===== src/rtl/execute_stage_mc.sv =====
// Execute stage: operand/forwarding muxes, single-cycle ALU, CCR flags and an
// iterative shift-add multiplier / restoring divider that stalls via busy.
module execute_stage_mc #(
    parameter int W         = 16,
    parameter int SHAMT_W   = 4,
    parameter bit MULDIV_EN = 1'b1
) (
    input  logic               clk,
    input  logic               rst,
    input  logic               in_valid,
    input  logic [3:0]         op,
    input  logic [1:0]         src_sel,
    input  logic               dst_sel,
    input  logic [1:0]         fu_src_sel,
    input  logic [1:0]         fu_dst_sel,
    input  logic               flags_we,
    input  logic               flags_restore,
    input  logic [W-1:0]       rsrc,
    input  logic [W-1:0]       rdst,
    input  logic [W-1:0]       imm,
    input  logic [W-1:0]       sp_low,
    input  logic [W-1:0]       in_port,
    input  logic [W-1:0]       fwd_em,
    input  logic [W-1:0]       fwd_mw,
    input  logic [W-1:0]       fwd_wb,
    input  logic [SHAMT_W-1:0] shamt,
    output logic               busy,
    output logic               out_valid,
    output logic [W-1:0]       alu_result,
    output logic [2:0]         flags_out,
    output logic [W-1:0]       sp_before
);
    localparam logic [3:0] OP_NOT  = 4'h1, OP_INC  = 4'h2, OP_DEC  = 4'h3,
                           OP_ADD  = 4'h4, OP_SUB  = 4'h5, OP_AND  = 4'h6,
                           OP_OR   = 4'h7, OP_SHL  = 4'h8, OP_SHR  = 4'h9,
                           OP_SETC = 4'hA, OP_CLRC = 4'hB, OP_MUL  = 4'hC,
                           OP_DIVU = 4'hD;
    localparam logic [W:0]         ONE_X    = (W+1)'(1);
    localparam logic [SHAMT_W-1:0] CNT_LAST = SHAMT_W'(W-1);

    typedef enum logic [1:0] {S_IDLE, S_BUSY, S_DONE} state_t;
    state_t state, state_nx;

    logic [W-1:0]       m1_p0, m2_p0, a_p0, b_p0;
    logic [W-1:0]       alu_res_p0;
    logic [2:0]         alu_flags_p0;
    logic               alu_upd_p0, c_new_p0, keep_nz_p0;
    logic [W:0]         inc_ext, dec_ext, add_ext, sub_ext, shl_ext, shr_ext;
    logic               is_md, accept, start_md, finish_md, load_res;

    logic [W-1:0]       acc_hi_p1, acc_lo_p1, opnd_p1;
    logic               is_div_p1, fwe_p1;
    logic [SHAMT_W-1:0] cnt_p1;
    logic [W:0]         mul_sum, div_trial, div_diff;
    logic               div_ok;
    logic [W-1:0]       mul_hi_n, mul_lo_n, div_hi_n, div_lo_n, md_res;
    logic [2:0]         md_flags;

    // ---- stage p0: operand selection and forwarding ----
    always_comb begin
        case (src_sel)
            2'b00:   m1_p0 = rsrc;
            2'b01:   m1_p0 = in_port;
            2'b10:   m1_p0 = imm;
            default: m1_p0 = sp_low;
        endcase
        m2_p0 = dst_sel ? W'(shamt) : rdst;
        case (fu_src_sel)
            2'b00:   a_p0 = m1_p0;
            2'b01:   a_p0 = fwd_wb;
            2'b10:   a_p0 = fwd_em;
            default: a_p0 = fwd_mw;
        endcase
        case (fu_dst_sel)
            2'b00:   b_p0 = m2_p0;
            2'b01:   b_p0 = fwd_wb;
            2'b10:   b_p0 = fwd_em;
            default: b_p0 = fwd_mw;
        endcase
    end

    assign sp_before = a_p0;
    assign inc_ext   = {1'b0, b_p0} + ONE_X;
    assign dec_ext   = {1'b0, b_p0} - ONE_X;
    assign add_ext   = {1'b0, a_p0} + {1'b0, b_p0};
    assign sub_ext   = {1'b0, b_p0} - {1'b0, a_p0};
    // Bit W of the left shift / bit 0 of the right shift is the last bit shifted out.
    assign shl_ext   = {1'b0, b_p0} << shamt;
    assign shr_ext   = {b_p0, 1'b0} >> shamt;

    always_comb begin
        alu_res_p0 = b_p0;
        c_new_p0   = flags_out[2];
        alu_upd_p0 = 1'b0;
        keep_nz_p0 = 1'b0;
        case (op)
            OP_NOT:  begin alu_res_p0 = ~b_p0; alu_upd_p0 = 1'b1; end
            OP_INC:  begin alu_res_p0 = inc_ext[W-1:0]; c_new_p0 = inc_ext[W]; alu_upd_p0 = 1'b1; end
            OP_DEC:  begin alu_res_p0 = dec_ext[W-1:0]; c_new_p0 = dec_ext[W]; alu_upd_p0 = 1'b1; end
            OP_ADD:  begin alu_res_p0 = add_ext[W-1:0]; c_new_p0 = add_ext[W]; alu_upd_p0 = 1'b1; end
            OP_SUB:  begin alu_res_p0 = sub_ext[W-1:0]; c_new_p0 = sub_ext[W]; alu_upd_p0 = 1'b1; end
            OP_AND:  begin alu_res_p0 = a_p0 & b_p0; alu_upd_p0 = 1'b1; end
            OP_OR:   begin alu_res_p0 = a_p0 | b_p0; alu_upd_p0 = 1'b1; end
            OP_SHL:  begin
                alu_res_p0 = shl_ext[W-1:0];
                if (shamt != '0) c_new_p0 = shl_ext[W];
                alu_upd_p0 = 1'b1;
            end
            OP_SHR:  begin
                alu_res_p0 = shr_ext[W:1];
                if (shamt != '0) c_new_p0 = shr_ext[0];
                alu_upd_p0 = 1'b1;
            end
            OP_SETC: begin c_new_p0 = 1'b1; alu_upd_p0 = 1'b1; keep_nz_p0 = 1'b1; end
            OP_CLRC: begin c_new_p0 = 1'b0; alu_upd_p0 = 1'b1; keep_nz_p0 = 1'b1; end
            // NOP, disabled MUL/DIVU pass B; 1110/1111 pass A; none touch flags.
            default: alu_res_p0 = (op[3:1] == 3'b111) ? a_p0 : b_p0;
        endcase
        alu_flags_p0 = keep_nz_p0 ? {c_new_p0, flags_out[1:0]}
                                  : {c_new_p0, alu_res_p0[W-1], alu_res_p0 == '0};
    end

    // ---- stage p1: iterative multiply / divide step ----
    assign mul_sum   = {1'b0, acc_hi_p1} + (acc_lo_p1[0] ? {1'b0, opnd_p1} : '0);
    assign mul_hi_n  = mul_sum[W:1];
    assign mul_lo_n  = {mul_sum[0], acc_lo_p1[W-1:1]};
    assign div_trial = {acc_hi_p1, acc_lo_p1[W-1]};
    assign div_diff  = div_trial - {1'b0, opnd_p1};
    assign div_ok    = ~div_diff[W];
    assign div_hi_n  = div_ok ? div_diff[W-1:0] : div_trial[W-1:0];
    assign div_lo_n  = {acc_lo_p1[W-2:0], div_ok};
    assign md_res    = is_div_p1 ? div_lo_n : mul_lo_n;
    assign md_flags  = {is_div_p1 ? (opnd_p1 == '0) : (mul_hi_n != '0),
                        md_res[W-1], md_res == '0};
    assign is_md     = MULDIV_EN && ((op == OP_MUL) || (op == OP_DIVU));

    always_ff @(posedge clk or posedge rst) begin
        if (rst) state <= S_IDLE;
        else     state <= state_nx;
    end

    always_comb begin
        state_nx = state;
        case (state)
            S_IDLE:  if (start_md) state_nx = S_BUSY;
            S_BUSY:  if (cnt_p1 == '0) state_nx = S_DONE;
            default: state_nx = start_md ? S_BUSY : S_IDLE;
        endcase
    end

    always_comb begin
        busy      = (state == S_BUSY);
        accept    = in_valid && !busy;
        start_md  = accept && is_md;
        finish_md = busy && (cnt_p1 == '0);
        load_res  = (accept && !is_md) || finish_md;
    end

    always_ff @(posedge clk or posedge rst) begin
        if (rst) begin
            cnt_p1     <= '0;
            out_valid  <= 1'b0;
            alu_result <= '0;
            flags_out  <= 3'b000;
        end else begin
            out_valid <= load_res;
            if (load_res) alu_result <= finish_md ? md_res : alu_res_p0;
            if (start_md)                   cnt_p1 <= CNT_LAST;
            else if (busy && cnt_p1 != '0)  cnt_p1 <= cnt_p1 - SHAMT_W'(1);
            if (flags_restore)                                flags_out <= fwd_wb[2:0];
            else if (accept && !is_md && flags_we && alu_upd_p0) flags_out <= alu_flags_p0;
            else if (finish_md && fwe_p1)                     flags_out <= md_flags;
        end
    end

    always_ff @(posedge clk) begin
        if (start_md) begin
            opnd_p1   <= a_p0;
            acc_hi_p1 <= '0;
            acc_lo_p1 <= b_p0;
            is_div_p1 <= (op == OP_DIVU);
            fwe_p1    <= flags_we;
        end else if (busy) begin
            acc_hi_p1 <= is_div_p1 ? div_hi_n : mul_hi_n;
            acc_lo_p1 <= is_div_p1 ? div_lo_n : mul_lo_n;
        end
    end
endmodule


===== config.mk =====
export PLATFORM = sky130hd
export DESIGN_NAME = execute_stage_mc
export DESIGN_NICKNAME = d
export VERILOG_FILES = /design/src/rtl/execute_stage_mc.sv
export SDC_FILE = /design/constraint.sdc
export NUM_CORES = 1
export LEC_CHECK = 0
export CAP_MARGIN = 20
export CORE_AREA = 2 2 179 181
export DETAILED_ROUTE_END_ITERATION = 16
export DIE_AREA = 0 0 181 183
export GPL_TIMING_DRIVEN = 0
export SLEW_MARGIN = 30
export SYNTH_ARGS = -nofsm -noshare
export SYNTH_HDL_FRONTEND = slang
export SYNTH_SLANG_ARGS = --single-unit
export TNS_END_PERCENT = 20

===== constraint.sdc =====
create_clock -name clk -period 4.5 [get_ports clk]
set_clock_uncertainty 0.2 [all_clocks]
set_input_delay 0.675 -clock clk [delete_from_list [all_inputs] [get_ports clk]]
set_output_delay 0.675 -clock clk [all_outputs]
set_load 0.01 [all_outputs]

**Run 1: the metal 2 layer**

(2 px per um)
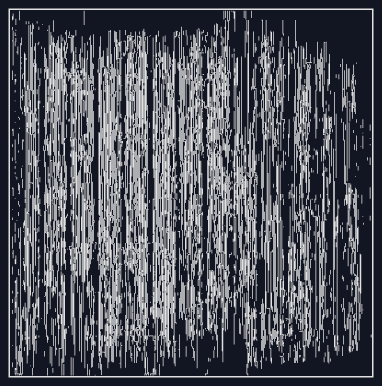
The layer carries 28.1 mm of wire. The layer holds 47% of the routed length. The wires run mostly vertical. The longest straight run is 94.9 um. 1,711 nets have wire on it.
Vias: 14,100
GRT met2 Usage: 0.611

**Run 1: pin map**

(2 px per um) Pins as bars across the die edge, other pins in gray.
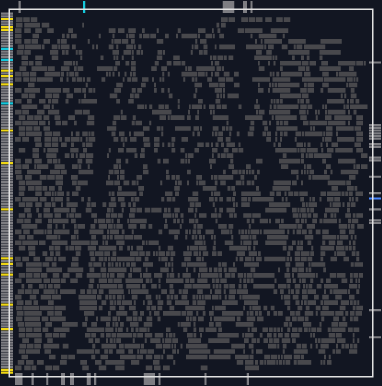
Key: cyan = shamt [pins 4, direction input, edge 3 west, 1 north]; yellow = fwd_wb [pins 16, direction input, edge west]; blue = flags_restore [pins 1, direction input, edge east]
All pins by edge: 133 west, 22 south, 19 east, 11 north.
I/O Buffers: 177
die width: 181 um
Die Span Y: 183 um

**Run 1: routed metal, one color a layer**

(1.5 px per um) Only two layers are drawn.
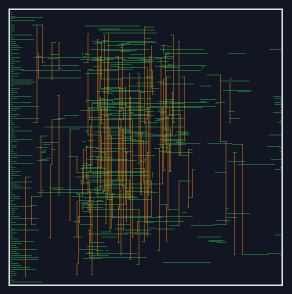
Key: orange = metal 4 [wire length 4,330 um]; green = metal 3 [wire length 4,980 um]
post-DR wirelength/cell: 27.6 um
Routed Wire Length: 60,300 um

## run 1: per-stage QoR
step                total power [mW]  instance area [um2]  setup slack [ps]   util  hold slack [ps]
finish                          6.30                16400              -264  0.524              305
global route                    6.71                16400              -329  0.524              332
CTS                             6.20                16300              -205  0.521              316
detailed placement              5.15                14700             -2410  0.471              289
global placement                5.11                14700             -2690  0.470              292
floorplan                       3.85                12400              -218      -              284
## run 1: final cells by class
| type | instances | area, um2 |
|---|---|---|
| flip-flops and latches | 76 | 1990 |
| plain buffers | 105 | 664 |
| clock inverters | 6 | 62.6 |
| clock buffers | 10 | 229 |
| inverters | 88 | 350 |
| repair buffers | 245 | 2300 |
| fillers | 3066 | 14900 |
| multi-input cells | 1251 | 10300 |
| well taps | 402 | 503 |
## run 1: layer usage
layer,vias to the layer above,share of wire,global-route usage
met1,6757,0.38,0.422
met5,-,0.00027,0
met3,233,0.083,0.0580
li1,6334,-,-
met2,814,0.47,0.611
met4,2,0.072,0.226
## run 1: cell usage in the layout (no fill, tap or decap), types with 34 or more instances in the layout
| cell | instances |
|---|---|
| nand2_1 | 124 |
| mux2i_1 | 90 |
| edfxtp_1 | 34 |
| nor2_1 | 126 |
| o21ai_0 | 73 |
| buf_4 | 67 |
| clkbuf_1 | 53 |
| clkdlybuf4s50_1 | 155 |
| a21oi_1 | 87 |
| mux4_2 | 38 |
| ha_1 | 65 |
| inv_1 | 71 |
## run 1: flip-flops by register name, indices dropped and copies added (netlist names)
name,count
state,2
is_div_p1,1
opnd_p1,16
acc_hi_p1,16
alu_result,16
cnt_p1,4
out_valid,1
flags_out,3
acc_lo_p1,16
fwe_p1,1
## run 1: worst max-delay path, delay by kind of cell
family	cells	cell delay, ps
xor+xnor	1	210
fa+ha+maj	2	550
simple gates	5	920
buf+inv	3	380
compound gates	4	1000
mux	2	1050
==> run summary, run 1 <==
run results: CTS Buffer Depth 2, CP startpoint src_sel[0], FF-to-FF path depth 14, Post-synth top cells nor2_1 (128), nand2_1 (126), mux2i_1 (92), violated checks setup timing, # Max-Cap Violations 0, Max VDD drop 0.174 mV, RSZ-0062 raised after global routing true, core area 31,200 um2, CTS tree yes, worst hold start alu_result[8], Avg Inst Size Synth 8.03 um2, period utilization 1.06, and+or+nand+nor area frac 0.202, Final #Nets 2,012, combinational power 4.31 mW, Hold Path End alu_result[8], Cells after Synth 1,527, Clock Sinks 76, top comb family, area AND-OR/OR-AND gates, Compound-Gate Fraction of Synth Area 0.274, Pint 3.34 mW, Pins Over Slew Limit 0, vias per cell 6.48, Synth top area share 0.0857, worst-path fanout max 4, CP Launch Type input pin, min cycle time layout 4760 ps, largest net degree at the start of global routing 27, Slew headroom 0.290, CTS H-tree depth 3, I/O pins 185, CP Class in -> reg, drt pass-1 iters 8, final setup margin -264 ps, clock network power share 0.115, Clock transition at path regs 60 ps, Most common reg cell edfxtp_1, Area Growth Syn to Fin 33.5%, Synth async-reset ratio 0.342, yosys cell count 1,527, worst hold-check path type reg -> reg, initial antenna violation count 2, sequential area share after synthesis 0.162, crit end category register, DP Cell Count 2,109, Final Hold Fails 0, WP data arrival 4800 ps, CTS Buf Count 9, cell type with the largest total area ha_1, crit path DRT 4540 ps, postcts setup bufs 64, critical path's slowest cell mux4_2, worst reg2reg startpoint acc_lo_p1[0], Adders+Majority by Area 0.0922, final setup vio count 20, yosys xor share 0.0336, #FFs+latches synth 76, Cell area leaders ha_1 (8.6%), edfxtp_1 (8.3%), mux2i_1 (7.5%), post-CTS resize count 213, Routability Congestion 1.06, synthesized netlist net count 1,763, DPL Wire Length 48,300 um, Largest Pwr Group combinational logic, flop2flop setup slack 380 ps, CTS root buf clkbuf_16, GRT Total Usage 0.358, status complete, but fails checks
==> run 2, diff against run 1 <==
- CTS_CLUSTER_DIAMETER: not set -> 50
- REMOVE_ABC_BUFFERS: not set -> 1
**Run 2: pin map**

(2 px per um) Pins as bars across the die edge, other pins in gray.
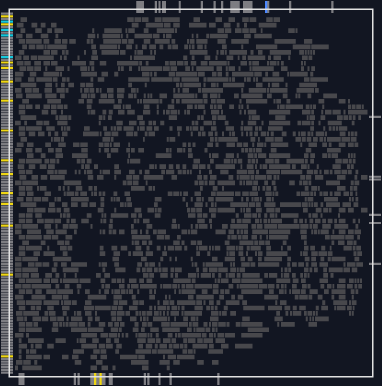
Key: yellow = fwd_wb [pins 16, direction input, edge 14 west, 2 south]; blue = flags_restore [pins 1, direction input, edge north]; cyan = shamt [pins 4, direction input, edge west]
All pins by edge: 133 west, 26 north, 20 south, 6 east.
I/O Buffers: 184

==> run 2 against run 1 <==
Net effect:
- critical path type unchanged
- setup slack lost 32 ps
- critical path depth shrank 3
- flip-flop count is the same
- core utilization shrank 0.16 points
- fmax shrank 0.67%
- routed wire length shrank 6.2%
- clock power grew 2%
- the run still ends with setup timing left
- via count shrank 1.1%
==> run summary, run 2 <==
run results: period utilization 1.07, Synth async-reset ratio 0.342, Top cell excl fill/tap clkdlybuf4s50_1, critical path's slowest cell mux4_2, GRT busiest layer met2, Slew headroom 0.300, yosys cell count 1,527, final setup vio count 2, GRT Total Usage 0.327, #FFs+latches synth 76, drt drc 0, FF-to-FF path depth 13, grt met1 use 0.406, Pins Over Slew Limit 0, initial antenna violation count 2, Cell Count, Final, Fillers Out 2,126, Most common reg cell edfxtp_1, GRT met2 Usage 0.543, DPL Wire Length 42,400 um, Place WS -2340 ps, min cycle time layout 4800 ps, worst-path fanout max 30, seq pwr 1.26 mW, DP Cell Count 2,017, Cells after Synth 1,527, highest metal used met5, wl on met1 22,000 um, CP Class in -> reg, worst path bufs/invs 1, Die Span Y 183 um, # Max-Cap Violations 0, Area Growth Syn to Fin 33.1%, Vias 14,000, Clock Sinks 76, RSZ-0062 raised after global routing true, delay-heaviest family, CP simple AND/OR/NAND/NOR gates, crit end category register, Routability Congestion 1.04, Met2 Wirelength 25,800 um, final setup margin -296 ps, CTS root buf clkbuf_16, Cell area leaders ha_1 (8.6%), edfxtp_1 (8.3%), mux2i_1 (7.5%), core area 31,200 um2, cell mode on critical path or3b_4, sequential area share after synthesis 0.162, post-DR wirelength/cell 26.6 um, Final #Nets 1,955, status complete, but fails checks, violated checks setup timing, drt pass-1 iters 5, Routed Wire Length 56,600 um, Pint 3.37 mW, combinational power 4.27 mW, met3 usage 0.0490, CTS tree yes, Post-synth top cells nor2_1 (128), nand2_1 (126), mux2i_1 (92), Top Layout Cells clkdlybuf4s50_1 (144), nand2_1 (125), nor2_1 (123), CTS H-tree depth 3, die width 181 um, CTS Buffer Depth 2, Largest Pwr Group combinational logic, largest net degree at the start of global routing 64, crit path DRT 4550 ps, clock network power share 0.118, I/O pins 185, cell type with the largest total area ha_1, Final Hold Fails 0, 1st-iter DRT viols 1,337, vias per cell 6.58, synthesized area 12,300 um2, Max VDD drop 0.294 mV, Synth top area share 0.0857, stages on the worst setup path 14, DR WL met3 4790 um, worst hold-check path type reg -> reg, CP Launch Type input pin, CTS Buf Count 9, Avg Inst Size Synth 8.03 um2, WP data arrival 4840 ps
-- run 2: cell counts after synthesis --
No cell type changed its count.
-- run 2: through the flow --
step | setup TNS (ps) | hold WS [ps] | total power [mW] | cell area [um2] | util
floorplan | -78.1 | 284 | 3.73 | 11800 | -
global placement | -119280 | 292 | 4.97 | 14100 | 0.452
detailed placement | -35340 | 286 | 5.03 | 14400 | 0.460
CTS | -1140 | 305 | 6.05 | 15700 | 0.502
global route | -746 | 325 | 6.71 | 16300 | 0.523
finish | -447 | 296 | 6.28 | 16300 | 0.523
-- run 2: timing repair --
item,in CTS,in global routing
endpoints found under the setup margin,26,44
buffers inserted,52,36
pin swaps,39,60
gates cloned,2,3
gates resized,174,81
-- run 2: cells by family after synthesis --
| kind of cell | count (synthesis) | share of synthesized area |
|---|---|---|
| compound gates | 477 | 0.274 |
| xor+xnor | 47 | 0.0336 |
| fa+ha+maj | 88 | 0.0922 |
| buf+inv | 200 | 0.0678 |
| flops | 76 | 0.162 |
| mux | 155 | 0.168 |
| simple gates | 484 | 0.202 |
-- run 2: cell type report --
cell class / instances / area, um2
fill: 2987 / 14900
timing repair buffer: 292 / 2800
multi-input combinational: 1252 / 10400
sequential: 76 / 1990
clock inverter: 6 / 61.3
clock buffer: 10 / 229
tap: 402 / 503
inverter: 88 / 358
-- run 2: worst min-delay path, cell delays in order (launching register included) --
cell and delay, ps:
dfrtp_1 350, nand2_1 50, o221ai_1 60
-- run 2: final timing paths --
path / startpoint / endpoint / slack [ps]
max: shamt[1] / flags_out[0] / -300
min: alu_result[8] / alu_result[8] / 300
max reg2reg: acc_lo_p1[15] / flags_out[0] / 410
min reg2reg: alu_result[8] / alu_result[8] / 300
max in group asynchronous: rst / alu_result[1] / 3230
min in group asynchronous: rst / flags_out[1] / 500
==> run 3, diff against run 2 <==
- CTS_BUF_LIST: not set -> sky130_fd_sc_hd__clkbuf_4
**Run 3: cell outlines without signal wires**

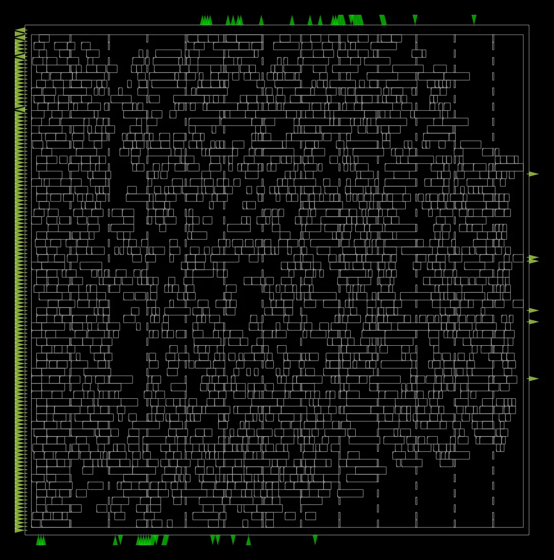
Seq area share: 0.126
Final Core Density: 0.507
Cell Count, Final, Fillers Out: 2,110
row cnt: 65

==> run 3 against run 2 <==
Net effect:
- the run still ends with setup timing left
- routed wire length decreased by 2.6%
- highest routed layer is now met4
- via count decreased by 1.9%
- critical endpoint unchanged
- global-route usage decreased by 0.41 points
- die area unchanged
==> run summary, run 3 <==
run results: status complete, but fails checks, violated checks setup timing, sequential area share after synthesis 0.162, 1st-iter DRT viols 1,494, wl on met1 21,500 um, nonclk buf count 275, tool warning count 61, WP data arrival 4730 ps, drt drc 0, GRT Total Usage 0.323, grt met1 use 0.400, Cells after Synth 1,527, CP startpoint sp_low[3], DR WL met3 4530 um, Synth top area share 0.0857, PwrDens 372 nW/um2, Vias 13,700, Pins Over Slew Limit 0, Flop Count 76, core area 31,200 um2, crit end category register, Crit Reg-Reg Endpoint flags_out[0], Pint 3.05 mW, CTS H-tree depth 3, I/O pins 185, Synth async-reset ratio 0.342, CTS Buffer Depth 2, Most common reg cell edfxtp_1, largest net degree at the start of global routing 64, highest metal used met4, number of global-route vias before repair 13,300, register area 1990 um2, Met2 Wirelength 25,400 um, Initial Util 0.393, #FFs+latches synth 76, Signal buf overhead 0.166, P_sw 2.84 mW, DPL Wire Length 42,400 um, vias per cell 6.50, share of layout cells above drive strength 1 0.190, first-pass GRT wire length 82,100 um, CP Class in -> reg, Combinational Power Share 0.708, Final Hold Fails 0, cell type with the largest total area ha_1, Top Layout Cells clkdlybuf4s50_1 (149), nand2_1 (125), nor2_1 (124), I/O Buffers 184, synthesis area per yosys 12,300 um2, worst hold-check path type reg -> reg, unique cell type count in the Yosys netlist 101, Largest Pwr Group combinational logic, GRT met2 Usage 0.536, Cell area leaders ha_1 (8.6%), edfxtp_1 (8.3%), mux2i_1 (7.5%), Slew headroom 0.246, logic share of the area 0.645, seq pwr 1.26 mW, Hold Buf Count CTS 0, Ys Warns 0, Die Size 33,100 um2, synthesized area 12,300 um2, RSZ-0062 raised after global routing true, worst reg2reg startpoint acc_lo_p1[15], clock network power share 0.078, final setup vio count 1, post-DR wirelength/cell 26.1 um, Hold WS 324 ps, DP Cell Count 2,017, CTS tree yes, die width 181 um, Post-synth top cells nor2_1 (128), nand2_1 (126), mux2i_1 (92), flop2flop setup slack 400 ps, final setup margin -17.4 ps, Detail Route Antenna Nets 0, # diodes 1, largest class logic gates, Latency at later pin 480 ps, GRT busiest layer met2, met3 usage 0.0477, CTS Buf Count 9, crit path DRT 4710 ps, Tapcells 402, min cycle time layout 4520 ps, # Max-Cap Violations 0, Max VDD drop 0.293 mV, yosys cell count 1,527, initial antenna violation count 2, Clock transition at path regs 170 ps, Clock Sinks 76, combinational power 4.16 mW, Final #Nets 1,938, clock network area share 0.00861, CTS root buf clkbuf_4, Synth top cell by count nor2_1, CP Launch Type input pin, Area Growth Syn to Fin 29.0%, Avg Inst Size Synth 8.03 um2, Die Span Y 183 um, fmax 221 MHz, filler cell count 3,037, drt pass-1 iters 6, Routability Congestion 1.04, Least-Margin Pin Slew 1120 ps, global route overflow 0, placed cell area 14,400 um2, Logic cell area 10,200 um2, period utilization 1.00, nonclk inv count 88, Top cell excl fill/tap clkdlybuf4s50_1, CLK BUF 10, Pleak 6.39 nW, Sw Share 0.482, final instance area 15,800 um2, FF-to-FF path depth 13, Routed Wire Length 55,100 um, worst-path fanout max 7, Worst Setup EP flags_out[0], mi-comb count 1,252
run 3: cell counts after synthesis:
Identical to the previous run, type by type.
run 3: what timing repair did:
item,4_1_cts,5_1_grt
setup buffers,34,39
gates cloned,1,2
resized,110,87
pin swaps,29,19
endpoints found under the setup margin,26,27
run 3: critical path: stages:
cell and delay, ps:
clkdlybuf4s50_1 390, mux4_2 490, mux4_2 560, inv_2 110, ha_4 230, buf_4 150, nor2_1 170, a21oi_1 80
a221oi_1 300, o22ai_1 160, a211oi_1 250, nand2_1 210, a221oi_2 380, and3_1 210, nand4_1 110, o41ai_2 220
run 3: cells by family (layout without fill, tap and decap cells):
kind of cell / after synthesis / count (layout) / synth area share
AND-OR/OR-AND: 477 / 477 / 0.274
XOR/XNOR: 47 / 47 / 0.0336
adder cells (fa/ha/maj): 88 / 88 / 0.0922
buffers and inverters: 200 / 379 / 0.0678
flip-flops: 76 / 76 / 0.162
multiplexers: 155 / 156 / 0.168
other: 0 / 1 / 0
AND/OR/NAND/NOR: 484 / 484 / 0.202
run 3: worst min-delay path by stage:
stage,from,end,depth (start not counted)
after floorplan,acc_hi_p1[10],acc_hi_p1[10],1
after global placement,alu_result[11],alu_result[11],2
after CTS,alu_result[8],alu_result[8],2
after detailed placement,alu_result[8],alu_result[8],2
final,alu_result[8],alu_result[8],2
after global routing,alu_result[8],alu_result[8],2
run 3: metrics by stage:
step                setup TNS, ps  setup WS [ps]  total power, mW   util
global route                 -230           -145             6.32  0.507
CTS                          -334           -210             5.69  0.485
global placement          -119280          -3880             4.97  0.452
finish                      -17.4          -17.4             5.88  0.507
floorplan                   -78.1          -78.1             3.73      -
detailed placement         -35340          -2340             5.03  0.460

==> gallery <==
Port wiring.
(1.5 px per um)
(a)
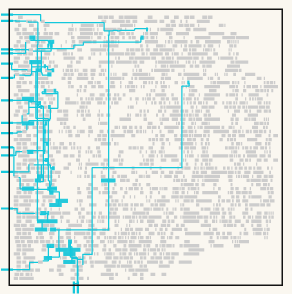
(b)
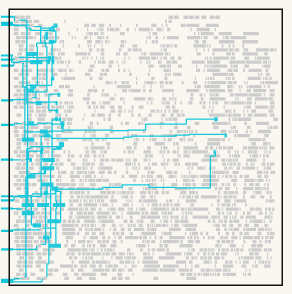
| picture | from |
|---|---|
| (a) | run 3 |
| (b) | run 1 |

Key to (b):
Key: cyan = fwd_wb [direction input, edge west, end cells 52, wire 1,630 um]

Power and IR drop assume default switching activity.
